**Metal 1**

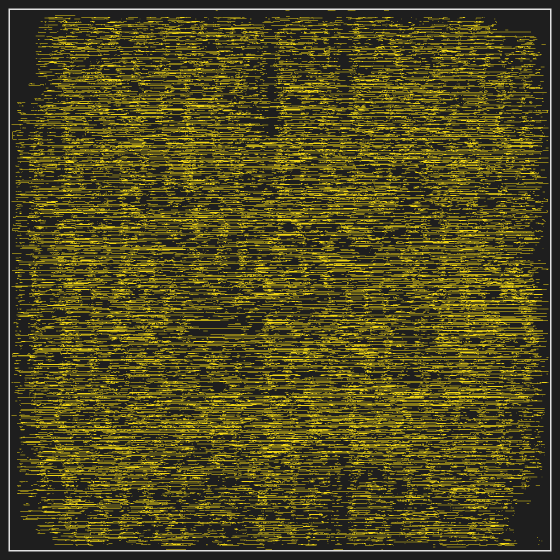
**Clock wiring as the flow saved it**

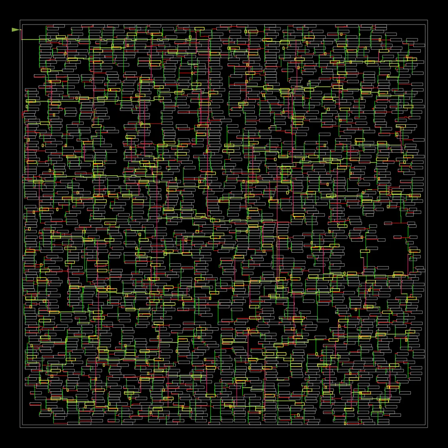
**Routed metal per tile**

The bar under the picture is 100 um long. The die is cut into 40 by 40 equal tiles; dark blue is low, red is high, scaled to the fullest tile. Values are wire area over tile area, all layers added.
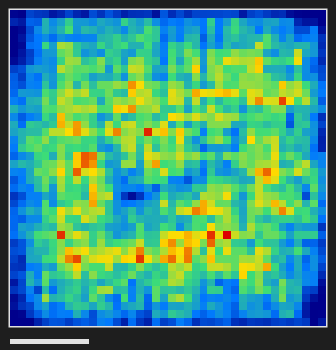
**Signal wires on met3**

The bar under the picture is 100 um long.
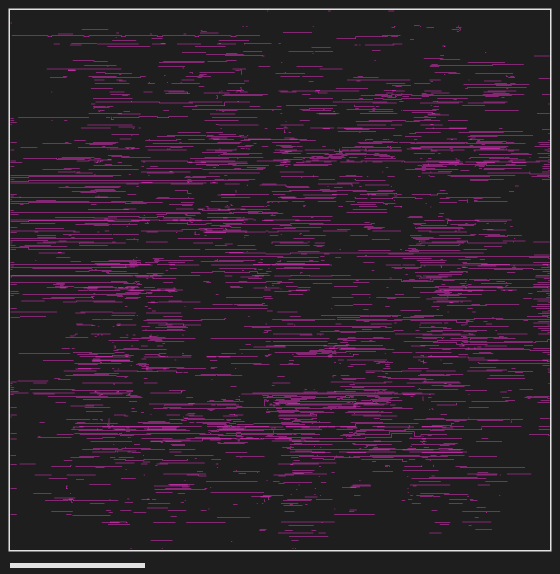
## src/rtl/instr_cache_assoc_pkg.sv

```systemverilog
// Shared definitions for the instruction cache: FSM encoding and width helpers.
package icache_pkg;

  localparam logic [0:0] STATE_IDLE = 1'b0;
  localparam logic [0:0] STATE_MISS = 1'b1;

  function automatic int clog2(input int value);
    int result;
    result = 0;
    for (int v = value - 1; v > 0; v = v >> 1) begin
      result = result + 1;
    end
    return result;
  endfunction

  function automatic int offBits(input int lineWidth, input int wordWidth);
    return clog2(lineWidth / wordWidth);
  endfunction

  function automatic int idxBits(input int numSets);
    return clog2(numSets);
  endfunction

  function automatic int tagBits(input int addrWidth, input int lineWidth,
                                 input int wordWidth, input int numSets);
    return addrWidth - offBits(lineWidth, wordWidth) - idxBits(numSets);
  endfunction

endpackage

```

## src/rtl/instr_cache_assoc_if.sv

```systemverilog
// Fetch-side and arbiter-side signal bundle of the instruction cache.
interface instr_cache_assoc_if #(
  parameter int ADDR_WIDTH = 16,
  parameter int TAG_BITS   = 10,
  parameter int WORD_WIDTH = 16,
  parameter int LINE_WIDTH = 256
);
  // petFromProc qualifies a lookup every cycle and isHit is its same-cycle answer;
  // petitionToArb stays high with addrToArb stable until memServiceReady, and the
  // line on dataReadFromMem is consumed on that same clock edge.
  logic [ADDR_WIDTH-1:0] virt_address;
  logic [TAG_BITS-1:0]   phys_address;
  logic                  petFromProc;
  logic                  flush;
  logic                  memServiceReady;
  logic [LINE_WIDTH-1:0] dataReadFromMem;
  logic [WORD_WIDTH-1:0] instructionBits;
  logic                  isHit;
  logic [ADDR_WIDTH-1:0] addrToArb;
  logic                  petitionToArb;
  logic                  busy;
  logic                  stateDbg;

  modport master (
    output virt_address, phys_address, petFromProc, flush, memServiceReady, dataReadFromMem,
    input  instructionBits, isHit, addrToArb, petitionToArb, busy, stateDbg
  );

  modport slave (
    input  virt_address, phys_address, petFromProc, flush, memServiceReady, dataReadFromMem,
    output instructionBits, isHit, addrToArb, petitionToArb, busy, stateDbg
  );
endinterface

```

## src/rtl/instr_cache_assoc_way.sv

```systemverilog
// One way of the cache: per-set line, tag and valid storage with a single write port
// and an asynchronous read port.
module instr_cache_way
  import icache_pkg::*;
#(
  parameter int NUM_SETS   = 4,
  parameter int TAG_BITS   = 10,
  parameter int LINE_WIDTH = 256,
  localparam int IDX_BITS  = idxBits(NUM_SETS)
) (
  input  logic                  clk,
  input  logic                  reset,
  input  logic                  flush,
  input  logic                  we,
  input  logic [IDX_BITS-1:0]   wrSet,
  input  logic [TAG_BITS-1:0]   wrTag,
  input  logic [LINE_WIDTH-1:0] wrLine,
  input  logic [IDX_BITS-1:0]   rdSet,
  output logic [LINE_WIDTH-1:0] rdLine,
  output logic [TAG_BITS-1:0]   rdTag,
  output logic                  rdValid
);

  logic [LINE_WIDTH-1:0] lineMem [NUM_SETS];
  logic [TAG_BITS-1:0]   tagMem  [NUM_SETS];
  logic [NUM_SETS-1:0]   validQ;

  // A flush on the fill edge still lets the line and tag land, but leaves it invalid.
  always_ff @(posedge clk) begin
    if (reset || flush) begin
      validQ <= '0;
    end else if (we) begin
      validQ[wrSet] <= 1'b1;
    end
  end

  always_ff @(posedge clk) begin
    if (we) begin
      lineMem[wrSet] <= wrLine;
      tagMem[wrSet]  <= wrTag;
    end
  end

  assign rdLine  = lineMem[rdSet];
  assign rdTag   = tagMem[rdSet];
  assign rdValid = validQ[rdSet];

endmodule

```

## src/rtl/instr_cache_assoc.sv

```systemverilog
// Set-associative (1 or 2 way) VIPT instruction cache with LRU replacement and refill FSM.
// Optional hit/miss counters are built when INSTR_CACHE_STATS_EN is defined.
module instr_cache_assoc
  import icache_pkg::*;
#(
  parameter int LINE_WIDTH = 256,
  parameter int WORD_WIDTH = 16,
  parameter int ADDR_WIDTH = 16,
  parameter int NUM_SETS   = 4,
  parameter int NUM_WAYS   = 2
) (
  input  logic clk,
  input  logic reset,
  instr_cache_assoc_if.slave bus
`ifdef INSTR_CACHE_STATS_EN
  ,
  output logic [31:0] hit_count,
  output logic [31:0] miss_count
`endif
);

  localparam int OFF_BITS = offBits(LINE_WIDTH, WORD_WIDTH);
  localparam int IDX_BITS = idxBits(NUM_SETS);
  localparam int TAG_BITS = tagBits(ADDR_WIDTH, LINE_WIDTH, WORD_WIDTH, NUM_SETS);
  localparam int WORDS    = LINE_WIDTH / WORD_WIDTH;

  logic [0:0]            stateQ;
  logic [TAG_BITS-1:0]   tagQ;
  logic [IDX_BITS-1:0]   idxQ;
  logic [NUM_SETS-1:0]   lruQ;

  logic [IDX_BITS-1:0]   idx;
  logic [OFF_BITS-1:0]   off;
  logic [IDX_BITS-1:0]   rdSet;
  logic                  fillEn;
  logic                  missStart;
  logic                  anyHit;
  logic                  hitWay;
  logic                  victim;
  logic [LINE_WIDTH-1:0] hitLine;
  logic [WORD_WIDTH-1:0] hitWord;
  logic                  unusedVaTag;

  logic [LINE_WIDTH-1:0] wayLine  [NUM_WAYS];
  logic [TAG_BITS-1:0]   wayTag   [NUM_WAYS];
  logic [NUM_WAYS-1:0]   wayValid;

  assign idx         = bus.virt_address[OFF_BITS +: IDX_BITS];
  assign off         = bus.virt_address[OFF_BITS-1:0];
  assign unusedVaTag = ^bus.virt_address[ADDR_WIDTH-1:OFF_BITS+IDX_BITS];

  // During a miss the ways are read at the latched set so victim choice sees current valids.
  assign rdSet  = (stateQ == STATE_IDLE) ? idx : idxQ;
  assign fillEn = (stateQ == STATE_MISS) && bus.memServiceReady && !reset;

  for (genvar w = 0; w < NUM_WAYS; w++) begin : g_way
    instr_cache_way #(
      .NUM_SETS  (NUM_SETS),
      .TAG_BITS  (TAG_BITS),
      .LINE_WIDTH(LINE_WIDTH)
    ) u_way (
      .clk    (clk),
      .reset  (reset),
      .flush  (bus.flush),
      .we     (fillEn && (victim == 1'(w))),
      .wrSet  (idxQ),
      .wrTag  (tagQ),
      .wrLine (bus.dataReadFromMem),
      .rdSet  (rdSet),
      .rdLine (wayLine[w]),
      .rdTag  (wayTag[w]),
      .rdValid(wayValid[w])
    );
  end

  // Scan from the top way down so the lowest matching way wins a multi-hit.
  always_comb begin
    anyHit  = 1'b0;
    hitWay  = 1'b0;
    hitLine = '0;
    for (int w = NUM_WAYS - 1; w >= 0; w--) begin
      if (wayValid[w] && (wayTag[w] == bus.phys_address)) begin
        anyHit  = 1'b1;
        hitWay  = 1'(w);
        hitLine = wayLine[w];
      end
    end
  end

  always_comb begin
    hitWord = '0;
    for (int i = 0; i < WORDS; i++) begin
      if (off == OFF_BITS'(i)) begin
        hitWord = hitLine[i*WORD_WIDTH +: WORD_WIDTH];
      end
    end
  end

  if (NUM_WAYS == 1) begin : g_victim_dm
    assign victim = 1'b0;
  end else begin : g_victim_assoc
    assign victim = !wayValid[0] ? 1'b0 :
                    !wayValid[1] ? 1'b1 : lruQ[idxQ];
  end

  assign bus.isHit           = (stateQ == STATE_IDLE) && bus.petFromProc && !bus.flush && anyHit;
  assign bus.instructionBits = bus.isHit ? hitWord : '0;
  assign missStart           = (stateQ == STATE_IDLE) && bus.petFromProc && !anyHit && !bus.flush;

  always_ff @(posedge clk) begin
    if (reset) begin
      stateQ <= STATE_IDLE;
      tagQ   <= '0;
      idxQ   <= '0;
    end else begin
      case (stateQ)
        STATE_IDLE: begin
          if (missStart) begin
            stateQ <= STATE_MISS;
            tagQ   <= bus.phys_address;
            idxQ   <= idx;
          end
        end
        default: begin
          if (bus.memServiceReady) begin
            stateQ <= STATE_IDLE;
          end
        end
      endcase
    end
  end

  // lruQ[set] names the way to evict next when both ways of that set are valid.
  always_ff @(posedge clk) begin
    if (reset || bus.flush) begin
      lruQ <= '0;
    end else if (fillEn) begin
      lruQ[idxQ] <= ~victim;
    end else if (bus.isHit && (NUM_WAYS == 2)) begin
      lruQ[idx] <= ~hitWay;
    end
  end

  assign bus.petitionToArb = (stateQ == STATE_MISS);
  assign bus.busy          = (stateQ != STATE_IDLE);
  assign bus.addrToArb     = {tagQ, idxQ, OFF_BITS'(0)};
  assign bus.stateDbg      = stateQ;

`ifdef INSTR_CACHE_STATS_EN
  always_ff @(posedge clk) begin
    if (reset) begin
      hit_count  <= '0;
      miss_count <= '0;
    end else begin
      if (bus.isHit && (hit_count != '1)) begin
        hit_count <= hit_count + 32'd1;
      end
      if (missStart && (miss_count != '1)) begin
        miss_count <= miss_count + 32'd1;
      end
    end
  end
`endif

endmodule

```

## src/flat_wrapper.sv

```systemverilog
// flat-port wrapper written by rule: the top's interface ports become plain ports
module instr_cache_assoc_flat import icache_pkg::*;
#(
  parameter int LINE_WIDTH = 256,
  parameter int WORD_WIDTH = 16,
  parameter int ADDR_WIDTH = 16,
  parameter int NUM_SETS   = 4,
  parameter int NUM_WAYS   = 2
)
  (clk, reset, bus_virt_address, bus_phys_address, bus_petFromProc, bus_flush, bus_memServiceReady, bus_dataReadFromMem, bus_instructionBits, bus_isHit, bus_addrToArb, bus_petitionToArb, bus_busy, bus_stateDbg);
  instr_cache_assoc_if #(.ADDR_WIDTH(ADDR_WIDTH), .TAG_BITS((10)), .WORD_WIDTH(WORD_WIDTH), .LINE_WIDTH(LINE_WIDTH)) bus_i ();
  input  logic clk;
  input  logic reset;
  input wire logic [$bits(bus_i.virt_address)-1:0] bus_virt_address;
  input wire logic [$bits(bus_i.phys_address)-1:0] bus_phys_address;
  input wire logic [$bits(bus_i.petFromProc)-1:0] bus_petFromProc;
  input wire logic [$bits(bus_i.flush)-1:0] bus_flush;
  input wire logic [$bits(bus_i.memServiceReady)-1:0] bus_memServiceReady;
  input wire logic [$bits(bus_i.dataReadFromMem)-1:0] bus_dataReadFromMem;
  output wire logic [$bits(bus_i.instructionBits)-1:0] bus_instructionBits;
  output wire logic [$bits(bus_i.isHit)-1:0] bus_isHit;
  output wire logic [$bits(bus_i.addrToArb)-1:0] bus_addrToArb;
  output wire logic [$bits(bus_i.petitionToArb)-1:0] bus_petitionToArb;
  output wire logic [$bits(bus_i.busy)-1:0] bus_busy;
  output wire logic [$bits(bus_i.stateDbg)-1:0] bus_stateDbg;
  assign bus_i.virt_address = bus_virt_address;
  assign bus_i.phys_address = bus_phys_address;
  assign bus_i.petFromProc = bus_petFromProc;
  assign bus_i.flush = bus_flush;
  assign bus_i.memServiceReady = bus_memServiceReady;
  assign bus_i.dataReadFromMem = bus_dataReadFromMem;
  assign bus_instructionBits = bus_i.instructionBits;
  assign bus_isHit = bus_i.isHit;
  assign bus_addrToArb = bus_i.addrToArb;
  assign bus_petitionToArb = bus_i.petitionToArb;
  assign bus_busy = bus_i.busy;
  assign bus_stateDbg = bus_i.stateDbg;
  instr_cache_assoc #(.LINE_WIDTH(LINE_WIDTH), .WORD_WIDTH(WORD_WIDTH), .ADDR_WIDTH(ADDR_WIDTH), .NUM_SETS(NUM_SETS), .NUM_WAYS(NUM_WAYS)) u_core (.clk(clk), .reset(reset), .bus(bus_i));
endmodule
```

## config.mk

```make
export PLATFORM = sky130hd
export DESIGN_NAME = instr_cache_assoc_flat
export DESIGN_NICKNAME = d
export VERILOG_FILES = /design/src/rtl/instr_cache_assoc_pkg.sv /design/src/rtl/instr_cache_assoc_if.sv /design/src/rtl/instr_cache_assoc_way.sv /design/src/rtl/instr_cache_assoc.sv /design/src/flat_wrapper.sv
export SDC_FILE = /design/constraint.sdc
export NUM_CORES = 2
export LEC_CHECK = 0
export ABC_AREA = 1
export CORE_MARGIN = 2
export CORE_UTILIZATION = 62
export DETAILED_ROUTE_END_ITERATION = 7
export GPL_TIMING_DRIVEN = 0
export PLACE_DENSITY_LB_ADDON = 0.05
export SLEW_MARGIN = 20
export SYNTH_ARGS = -nofsm -noshare
export SYNTH_HDL_FRONTEND = slang
export SYNTH_HIERARCHICAL = 1
export SYNTH_SLANG_ARGS = --single-unit
```

## constraint.sdc

```tcl
create_clock -name clk -period 13.5 [get_ports clk]
set_clock_uncertainty 0.05 [all_clocks]
set_input_delay 3.375 -clock clk [delete_from_list [all_inputs] [get_ports clk]]
set_output_delay 3.375 -clock clk [all_outputs]
set_load 0.01 [all_outputs]
```

==> results.txt <==
yosys + openroad results -> Yosys Chip Area=96,700 sq um, Die W=399 um, final setup fails=5, sequential cell area share=slightly below 60%, logic area=between 20,000 and 25,000 sq um, violated checks=setup timing, max reg flops=between 2,000 and 2,500, Non-clock buffers=816, Clock-cell share=6.32%, Commonest cells post-synth=3,383 x nand2_1, 2,272 x inv_1, 2,128 x edfxtp_1, RR Startpoint=u_core/idxQ[0]$_SDFFE_PP0P_, port bufs=308, row cnt=approximately 140, clk_lat worst skew=between 0.8 and 0.9 ns, simple share=21.1%, hpwl dp=175,000 um, Iteration-0 DRC Markers=between 8,000 and 9,000, status=complete, but fails checks, Commonest Layout Cell=nand2_1, Worst Slack Setup Final=-0.122 ns, Inverters=2,287, Hold WS=0.421 ns, met3 usage=7.65%, DR pass1 iterations=8, gr busiest metal=met2, Mux cell area share=0%
About 'metal 1':
share of all routed wire: 37%
main direction: horizontal
final wirelength: 278,000 um
met1 Use GR: 45.6%
via count: 71,158

About 'clock wiring as the flow saved it':
cts bufs inserted: 213
Power Clock: 0.00596 W
clock buffer count: 268
Seq Cell Count: 2,153
clock net sink count: 2,153

About 'routed metal per tile':
fullest tile: 0.70
mean over tiles: 0.30
nearly empty tiles: 1.6%
tiles over half the peak: 36%
Tot GR Track Use: 34.6%
DR WL/cell: 21.7 um

About 'signal wires on met3':
nets with wire on the layer: 1,183
share of all routed wire: 11%
longest straight run: 162 um
wire length on this layer: 31.9 mm
main direction: horizontal

-- report_power, final --
group | switching, W | total (W) | internal [W]
Combinational | 0.000889 | 0.00123 | 0.000342
Sequential | 0.0000138 | 0.00738 | 0.00737
Clock | 0.00245 | 0.00596 | 0.00351
Total | 0.00335 | 0.0146 | 0.0112
-- metrics by stage --
step	setup TNS (ns)	total power, W	worst slack, ns	cell area, sq um
2_1_floorplan	0	0.00815	2.33	96700
3_3_place_gp	-	0.00868	-5.39	102000
3_5_place_dp	-11.01	0.00870	-0.869	103000
4_1_cts	0	0.0146	0.00678	110000
5_1_grt	-1.01	0.0150	-0.173	111000
6_report	-0.370	0.0146	-0.122	111000
-- critical path: cells and delay by family --
kind	cells	cell delay [ns]
and+or+nand+nor	30	3.38
buffers and inverters	11	2.57
AOI/OAI and AO/OA	3	0.81
Power is estimated from default activity; no workload was simulated.
